[src/rtl/instr_fetch_unit.sv]
// Instruction fetch unit: PC, single-word memory read, instruction register.
// Optional fetch timeout with sticky fault when FETCH_TIMEOUT_EN is defined.
module instr_fetch_unit #(
    parameter int unsigned   AW       = 8,
    parameter logic [AW-1:0] RESET_PC = '0
`ifdef FETCH_TIMEOUT_EN
    ,
    parameter int unsigned   TIMEOUT  = 15
`endif
) (
    input  logic          clk,
    input  logic          reset,
    input  logic          fetch,
    input  logic          load_pc,
    input  logic [AW-1:0] pc_in,
    output logic          mem_req,
    output logic [AW-1:0] mem_addr,
    input  logic [15:0]   mem_rdata,
    input  logic          mem_rvalid,
    output logic [15:0]   instr,
    output logic          instr_valid,
    output logic [AW-1:0] pc,
    output logic          busy,
    output logic          fault
);

    typedef enum logic [1:0] {
        S_IDLE = 2'd0,
        S_REQ  = 2'd1,
        S_WAIT = 2'd2
    } state_t;

    state_t        state_q, state_d;
    logic [AW-1:0] pc_q, pc_d;
    logic [AW-1:0] pend_pc_q, pend_pc_d;
    logic          pend_q, pend_d;
    logic [AW-1:0] mem_addr_q, mem_addr_d;
    logic          mem_req_q, mem_req_d;
    logic [15:0]   instr_q, instr_d;
    logic          instr_valid_q, instr_valid_d;
    logic          busy_q, busy_d;

    // A load_pc arriving in the final WAIT cycle beats any older pending target.
    logic          redirect_hit;
    logic [AW-1:0] redirect_pc;
    assign redirect_hit = load_pc | pend_q;
    assign redirect_pc  = load_pc ? pc_in : pend_pc_q;

`ifdef FETCH_TIMEOUT_EN
    localparam int unsigned CW = $clog2(TIMEOUT + 1);
    logic [CW-1:0] cnt_q, cnt_d;
    logic          fault_q, fault_d;
`endif

    always_comb begin
        // NOTE: every signal gets a default first so no path leaves one unassigned (no latches).
        state_d       = state_q;
        pc_d          = pc_q;
        pend_d        = pend_q;
        pend_pc_d     = pend_pc_q;
        mem_addr_d    = mem_addr_q;
        mem_req_d     = 1'b0;
        instr_d       = instr_q;
        instr_valid_d = 1'b0;
`ifdef FETCH_TIMEOUT_EN
        cnt_d         = cnt_q;
        fault_d       = fault_q;
`endif

        case (state_q)
            S_IDLE: begin
                if (load_pc) begin
                    pc_d = pc_in;
                end
                if (fetch) begin
                    state_d    = S_REQ;
                    mem_req_d  = 1'b1;
                    mem_addr_d = load_pc ? pc_in : pc_q;
                end
            end

            S_REQ: begin
                if (load_pc) begin
                    pend_d    = 1'b1;
                    pend_pc_d = pc_in;
                end
                state_d = S_WAIT;
`ifdef FETCH_TIMEOUT_EN
                cnt_d   = '0;
`endif
            end

            S_WAIT: begin
                if (load_pc) begin
                    pend_d    = 1'b1;
                    pend_pc_d = pc_in;
                end
                if (mem_rvalid) begin
                    instr_d       = mem_rdata;
                    instr_valid_d = 1'b1;
                    pc_d          = redirect_hit ? redirect_pc : pc_q + AW'(1);
                    pend_d        = 1'b0;
                    state_d       = S_IDLE;
                end
`ifdef FETCH_TIMEOUT_EN
                else if (cnt_q == CW'(TIMEOUT - 1)) begin
                    fault_d = 1'b1;
                    if (redirect_hit) begin
                        pc_d = redirect_pc;
                    end
                    pend_d  = 1'b0;
                    state_d = S_IDLE;
                end else begin
                    cnt_d = cnt_q + CW'(1);
                end
`endif
            end

            default: state_d = S_IDLE;
        endcase

        busy_d = (state_d != S_IDLE);
    end

    always_ff @(posedge clk) begin
        if (reset) begin
            state_q       <= S_IDLE;
            pc_q          <= RESET_PC;
            pend_q        <= 1'b0;
            pend_pc_q     <= RESET_PC;
            mem_addr_q    <= RESET_PC;
            mem_req_q     <= 1'b0;
            instr_q       <= 16'h0000;
            instr_valid_q <= 1'b0;
            busy_q        <= 1'b0;
`ifdef FETCH_TIMEOUT_EN
            cnt_q         <= '0;
            fault_q       <= 1'b0;
`endif
        end else begin
            // NOTE: non-blocking so every register samples the pre-edge values.
            state_q       <= state_d;
            pc_q          <= pc_d;
            pend_q        <= pend_d;
            pend_pc_q     <= pend_pc_d;
            mem_addr_q    <= mem_addr_d;
            mem_req_q     <= mem_req_d;
            instr_q       <= instr_d;
            instr_valid_q <= instr_valid_d;
            busy_q        <= busy_d;
`ifdef FETCH_TIMEOUT_EN
            cnt_q         <= cnt_d;
            fault_q       <= fault_d;
`endif
        end
    end

    assign mem_req     = mem_req_q;
    assign mem_addr    = mem_addr_q;
    assign instr       = instr_q;
    assign instr_valid = instr_valid_q;
    assign pc          = pc_q;
    assign busy        = busy_q;
`ifdef FETCH_TIMEOUT_EN
    assign fault       = fault_q;
`else
    assign fault       = 1'b0;
`endif

endmodule

[config.mk]
export PLATFORM = sky130hd
export DESIGN_NAME = instr_fetch_unit
export DESIGN_NICKNAME = d
export VERILOG_FILES = /design/src/rtl/instr_fetch_unit.sv
export SDC_FILE = /design/constraint.sdc
export NUM_CORES = 1
export LEC_CHECK = 0
export CAP_MARGIN = 0
export CORE_MARGIN = 2
export CORE_UTILIZATION = 44
export CTS_BUF_LIST = sky130_fd_sc_hd__clkbuf_8
export DETAILED_ROUTE_END_ITERATION = 10
export PLACE_DENSITY = 0.87
export SETUP_SLACK_MARGIN = 0.5
export SLEW_MARGIN = 10
export SYNTH_ARGS = -nofsm -noshare
export SYNTH_HDL_FRONTEND = slang
export SYNTH_SLANG_ARGS = --single-unit
[constraint.sdc]
create_clock -name clk -period 1.5 [get_ports clk]
set_clock_uncertainty 0.05 [all_clocks]
set_input_delay 0.15 -clock clk [delete_from_list [all_inputs] [get_ports clk]]
set_output_delay 0.15 -clock clk [all_outputs]
set_load 0.01 [all_outputs]
Figure 1. Signal metal coverage by tile (run 1).
The bar under the picture is 20 um long. The die is cut into 15 by 15 equal tiles; dark blue is low, red is high, scaled to the fullest tile. Values are wire area over tile area, all layers added.
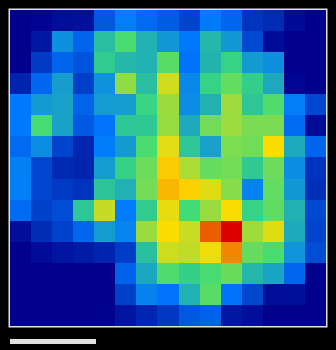
tiles over half the peak: 24%
nearly empty tiles: 15%
fullest tile: 0.69
emptiest ninth of the die: south-west
densest ninth of the die: center
mean over tiles: 0.21
WL/cell: 16.8 um
DRT Wirelength: 7.03 mm
routed via count: 2,312
GRT Resource Usage Total: 23.5%

Figure 2. The metal 1 layer (run 1).
The bar under the picture is 20 um long.
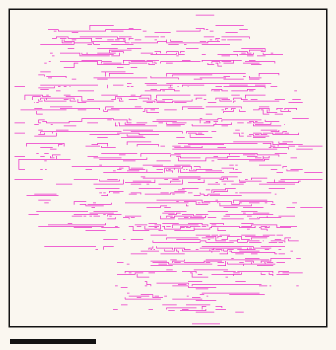
share of all routed wire: 39%
wire length on this layer: 2,730 um
longest straight run: 24.4 um
main direction: horizontal
nets with wire on the layer: 339
GR Util met1: 27.1%

==> out/summary.txt, run 1 <==
DR pass1 iterations: 4
R2R Setup Slk: -40 ps
Hold Slack: 320 ps
Post-route cell area: 3450 um2
Syn avg cell area: 8.09 um2
WS Path Type: reg2reg
Fin Setup TNS: -63.5 ps
Logic share of the area: 40.1%
# placed instances: 398
Signal buf overhead: 25.7%
Met2 usage: 40.5%
Reg clk slew, reported paths: 90 ps
Congestion Overflow GR: 0
Synthesis Warnings: 0
Sequential portion of the cell area: 28.2%
Failing checks: negative setup slack
Dominant logic cell type in the layout: nand2_1
YS chip area: 2140 um2
Max Freq: 0.650 GHz
Via/cell ratio: 5.53
Worst slack, placed: -110 ps
Gate Area: 1380 um2
Tap cells: 67
CTS Root Cell: clkbuf_8
Max Cap Violations: 0
Cell count in the Yosys report: 265
Init Core Util: 45.4%
Setup violators final: 3
Post-Syn Nets: 301
Top cells by area: dfxtp_1, nand2_1, a21oi_1
Synth area leader: dfxtp_1
Core area: 4720 um2
Largest net degree at the start of global routing: 27
Syn Inst Count: 265
Pwr dens: 969 nW/um2
Critical Path Sink: pc[5]
Total power draw: 3350 uW
Final ANT Viol Nets: 0
DP HPWL: 4.16 mm
Hold Crit Class: in2reg
Htree depth: 2
Filler instances: 315
Starting DRC count in detailed routing: 215
Antenna Cells: 0
DRC Markers: 0
RSZ-0062 raised after global routing: yes
Ys async rst share: 0%
Leading cell kind: combinational gates
Final nets: 386
Cell with the most instances after synthesis: nand2_1
Number of core rows: 25
Highest routed metal layer: met4
Vias in the first global route: 2,169
Busiest layer in global routing: met2
CTS tree: built
Minimum clock period after layout: 1540 ps
Crit path DAT: 1690 ps
Overall die height: 73.8 um
Die Span X: 73.8 um
Setup slack after layout: -39.6 ps
Critical R2R Launch: state_q[1]
Register share after synthesis: 43.0%
Routing usage on met3: 5.35%
Hold Vio Cnt, Final: 0
Cts repair resizes: 174
Reg2reg end: pc[5]
Crit path capture type: flop
Registers: 46
Die area: 5450 um2
Synth-to-Final Area Change: 61.0%
Lkg Pwr: 0.00134 uW
Fin crit share: 103%
M1 wire length: 2.73 mm
Mi-comb count: 195
Non-CTS inverters: 6
Gpl congestion: 0.824
Crit path from: state_q[1]
Status: finished with violations
Initial antenna violation count: 0
Maximum vdd ir drop: 0.473 mV
FF+latch count, synth: 46
OpenROAD warnings: 34
Figure 3. Clock routing (run 1).
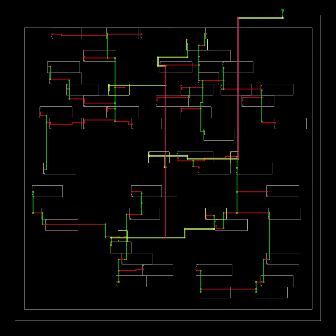
TritonCTS Sinks: 46
clk latency late pin: 310 ps
CTS Buf Count: 5

## run 1: critical path, cell delays in order, from the launching register on
cell	delay [ps]
dfxtp_4	400
inv_6	50
ha_4	170
mux2_4	330
and2_4	170
a22oi_2	150
o22ai_1	100
## run 1: report_power, final
group | total (uW) | switching [uW] | internal (uW)
registers | 1440 | 101 | 1330
logic | 1100 | 537 | 566
clock network | 807 | 435 | 372
total | 3350 | 1070 | 2270
## run 1: state kept, by name, summed over array words and instances, names as in the netlist
name         flops
busy             1
instr           16
instr_valid      1
mem_addr         8
mem_req          1
pc               8
pend_pc_q        8
pend_q           1
state_q          2
## run 1: kinds of logic after synthesis
logic type      synth area share [%]
buf+inv                         4.96
simple gates                    24.9
other cells                    0.175
compound gates                  18.8
mux                             2.86
xor+xnor                        1.23
flops                           43.0
fa+ha+maj                       4.09
Figure 4. Pin placement (run 1).
The bar under the picture is 20 um long. Pins as bars across the die edge, other pins in gray.
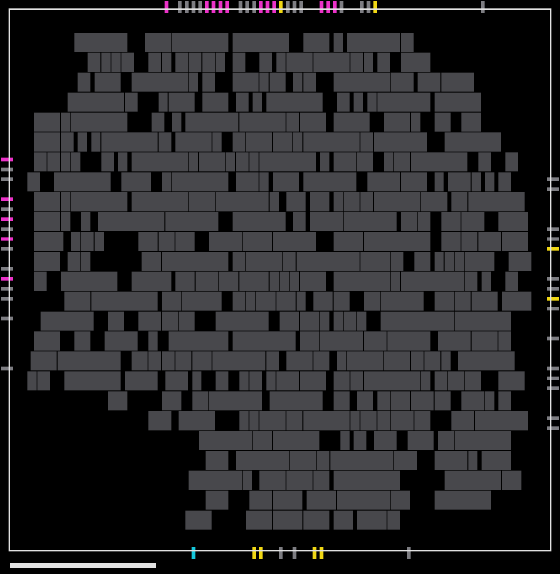

==> inputs of run 2 (changes only) <==
Settings changed: CORE_UTILIZATION 44 to 30, PLACE_DENSITY 0.87 to 0.63.
Clock period 1.5 ns to 1.9 ns, I/O delays scaled along.
Figure 5. Pin placement (run 2).
The bar under the picture is 20 um long. Pins as bars across the die edge, other pins in gray.
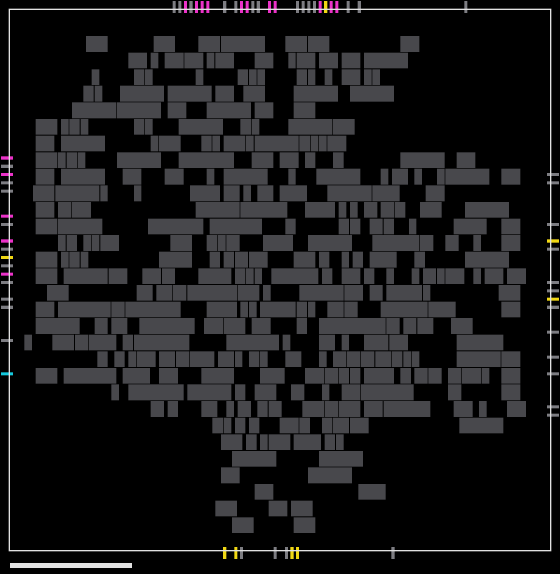
| port | color | pins | direction | edge |
|---|---|---|---|---|
| fetch | cyan | 1 | input | west |
| instr | magenta | 16 | output | 11 north, 5 west |
| pc_in | yellow | 8 | input | 4 south, 2 east, 1 west, 1 north |
Buffers on Ports: 63
overall die height: 88.5 um
Die Span X: 88.5 um

==> out/summary.txt, run 2 <==
Status: completed
Critical R2R Launch: state_q[1]
Leading power group: registers
Dominant logic cell type in the layout: nand2_1
P_comb: 661 uW (-40%)
Max Cap Violations: 0 (unchanged)
Gate Area: 1260 um2 (-9.0%)
FF+latch count, synth: 46 (unchanged)
Crit path capture type: flop
Starting DRC count in detailed routing: 124 (-42%)
M1 wire length: 2.74 mm (+0.26%)
Setup violators final: 0 (-3)
Die area: 7840 um2 (+44%)
Comb power frac: 26.1% (-6.9 points)
Routed via count: 2,099 (-9.2%)
Antenna Cells: 0 (unchanged)
Post-route cell area: 3240 um2 (-6.2%)
Sw frac: 30.0% (-2.1 points)
Clock buf count: 5
Number of core rows: 30 (+20%)
Routing usage on met3: 2.99% (-2.4 points)
Syn avg cell area: 8.09 um2 (unchanged)
Primary FF master, synth: dfxtp_1
Mi-comb count: 195 (unchanged)
OpenROAD warnings: 34 (unchanged)
Setup slack after layout: 374 ps (+414 ps)
Max Slew Vio Count: 0
DRC Markers: 0 (unchanged)
Hold Slack: 374 ps (+53.4 ps)
Non-CTS inverters: 6 (unchanged)
# IOs: 65
Cell count of the worst reg-to-reg path: 6
Clk pwr share: 29.4% (+5.3 points)
Hold Vio Cnt, Final: 0 (unchanged)
Tap cells: 96 (+43%)
Logic share of the area: 38.9% (-1.2 points)
Synth area leader: dfxtp_1
Registers: 46 (unchanged)
Worst hold path depth: 3
Crit path DAT: 1700 ps (about the same)
Post-CTS setup buffers: 2
Fin Setup TNS: 0 ps (+63.5 ps)
Post-synth EDFFs: 0
WL met2: 2.90 mm
Placed inst area: 2910 um2
Busiest layer in global routing: met2
Largest net degree at the start of global routing: 34 (+26%)
WP data required: 2080 ps
TritonCTS Sinks: 46 (unchanged)
Synth-to-Final Area Change: 51.0%
# hold bufs at CTS: 0
Max reg flops: 16 (unchanged)
Met2 usage: 23.1% (-17 points)
Final nets: 369 (-4.4%)
Most instantiated logic cells after routing: nand2_1, dfxtp_1, dlygate4sd2_1, clkdlybuf4s50_1, a21oi_1
Clock group: 747 uW (-7.4%)
Slowest stage delay, CP: 410 ps (about the same)
Via/cell ratio: 4.88 (-12%)
NetSw: 762 uW (-29%)
Ys async rst share: 0% (unchanged)
Htree depth: 2 (unchanged)
Hold Crit Class: in2reg
Worst slack, placed: 232 ps (+341 ps)
DRT Wirelength: 6.04 mm (-14%)
CTS Buf Count: 5 (unchanged)
RSZ-0062 raised after global routing: yes
Init Core Util: 31.2% (-14 points)
Leading cell kind: combinational gates
Clock Path Buffers: 2
Critical Path Sink: pc[5]
Synthesis Warnings: 0 (unchanged)
Cell with the most instances after synthesis: nand2_1
Total power draw: 2540 uW (-24%)
Max Freq: 0.655 GHz (+0.90%)
GR Util met1: 20.0% (-7.0 points)
CP max FO: 6
Highest routed metal layer: met4
Hold wc startpoint: mem_rdata[8]
Filler instances: 691 (+120%)
Seq pwr share: 44.5% (+1.6 points)
Worst Hold End: instr[8]
Maximum vdd ir drop: 0.438 mV (-7.3%)
Fin crit share: 80.3% (-22 points)
Signal buf overhead: 23.7% (-2.0 points)
Post-Syn Area: 2140 um2
Sequential portion of the cell area: 29.3% (+1.1 points)
Congestion Overflow GR: 0 (unchanged)
Crit path from: state_q[1]
Reg2reg end: pc[5]
Sequence of cells on the critical path: inv_4 -> ha_4 -> mux2_4 -> o21ai_2 -> a22oi_2 -> o22ai_1
Slowest cell on crit path: dfxtp_4
Vias in the first global route: 1,826 (-16%)
DR pass1 iterations: 4 (unchanged)
Pwr dens: 784 nW/um2 (-19%)
Startpoint Class: flop
WS Path Type: reg2reg
WL/cell: 14.0 um (-16%)
Synth unique cells: 40
Cts repair resizes: 55 (-68%)
CTS tree: built
Met3 WL: 332 um
R2R Setup Slk: 370 ps (+410 ps)
Lkg Pwr: 0.00130 uW (-2.5%)
Reg clk slew, reported paths: 90 ps (about the same)
CTS Root Cell: clkbuf_8
Top post-synthesis cells by count: nand2_1, dfxtp_1, a21oi_1, nor2_1
Gpl congestion: 0.847 (+2.9%)
Signal buffers: 79
Syn Inst Count: 265 (unchanged)
Register share after synthesis: 43.0% (unchanged)
First-pass GRT wire length: 8.97 mm
YS chip area: 2140 um2 (unchanged)
Clk latency late pin: 300 ps (about the same)
DP HPWL: 3.94 mm (-5.4%)
Register area: 947 um2
GRT Resource Usage Total: 14.6% (-8.9 points)
Core area: 6870 um2 (+45%)
Minimum clock period after layout: 1530 ps (-13.8 ps)
Post-Syn Nets: 301 (unchanged)
Max-area cell share: 43.0%
Top cells by area: dfxtp_1, nand2_1, a21oi_1
Cell count in the Yosys report: 265 (unchanged)
Share of layout cells above drive strength 1: 20.7%
Pint: 1780 uW (-22%)
Final ANT Viol Nets: 0 (unchanged)
Initial antenna violation count: 0 (unchanged)
Clock network area share: 3.48%
Figure 6. Sequential cells colored by netlist name (run 2).
The bar under the picture is 20 um long. Other sequential cells in the stronger gray, the rest of the logic in the fainter gray.
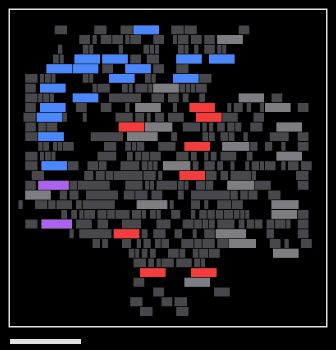
| signal | color | placed flops |
|---|---|---|
| pend_pc_q | red | 8 |
| instr | blue | 16 |
| state_q | purple | 2 |
not colored: 20
fin util: 47.1%
Seq group: 1130 uW

run 2: per-stage QoR:
step	utilization (%)	std cells
after floorplan	-	265
after global placement	42.3	412
after detailed placement	42.3	412
after CTS	44.5	422
after global routing	47.1	430
final	47.1	430
run 2: worst max-delay path: cells and delay by family (launching register included):
kind	cells	cell delay, ps
AOI/OAI and AO/OA	3	440
adders and majority gates	1	170
buffers and inverters	1	60
DFF	1	410
muxes	1	310
run 2: logic make-up after synthesis:
logic type,after synthesis,synth area share [%]
DFF,46,43.0
and+or+nand+nor,114,24.9
AOI/OAI and AO/OA,64,18.8
buffers and inverters,24,4.96
adders and majority gates,7,4.09
muxes,6,2.86
xor gates and xnor gates,3,1.23
other,1,0.175
No activity file was given, so power comes from the tool's default toggle rates.
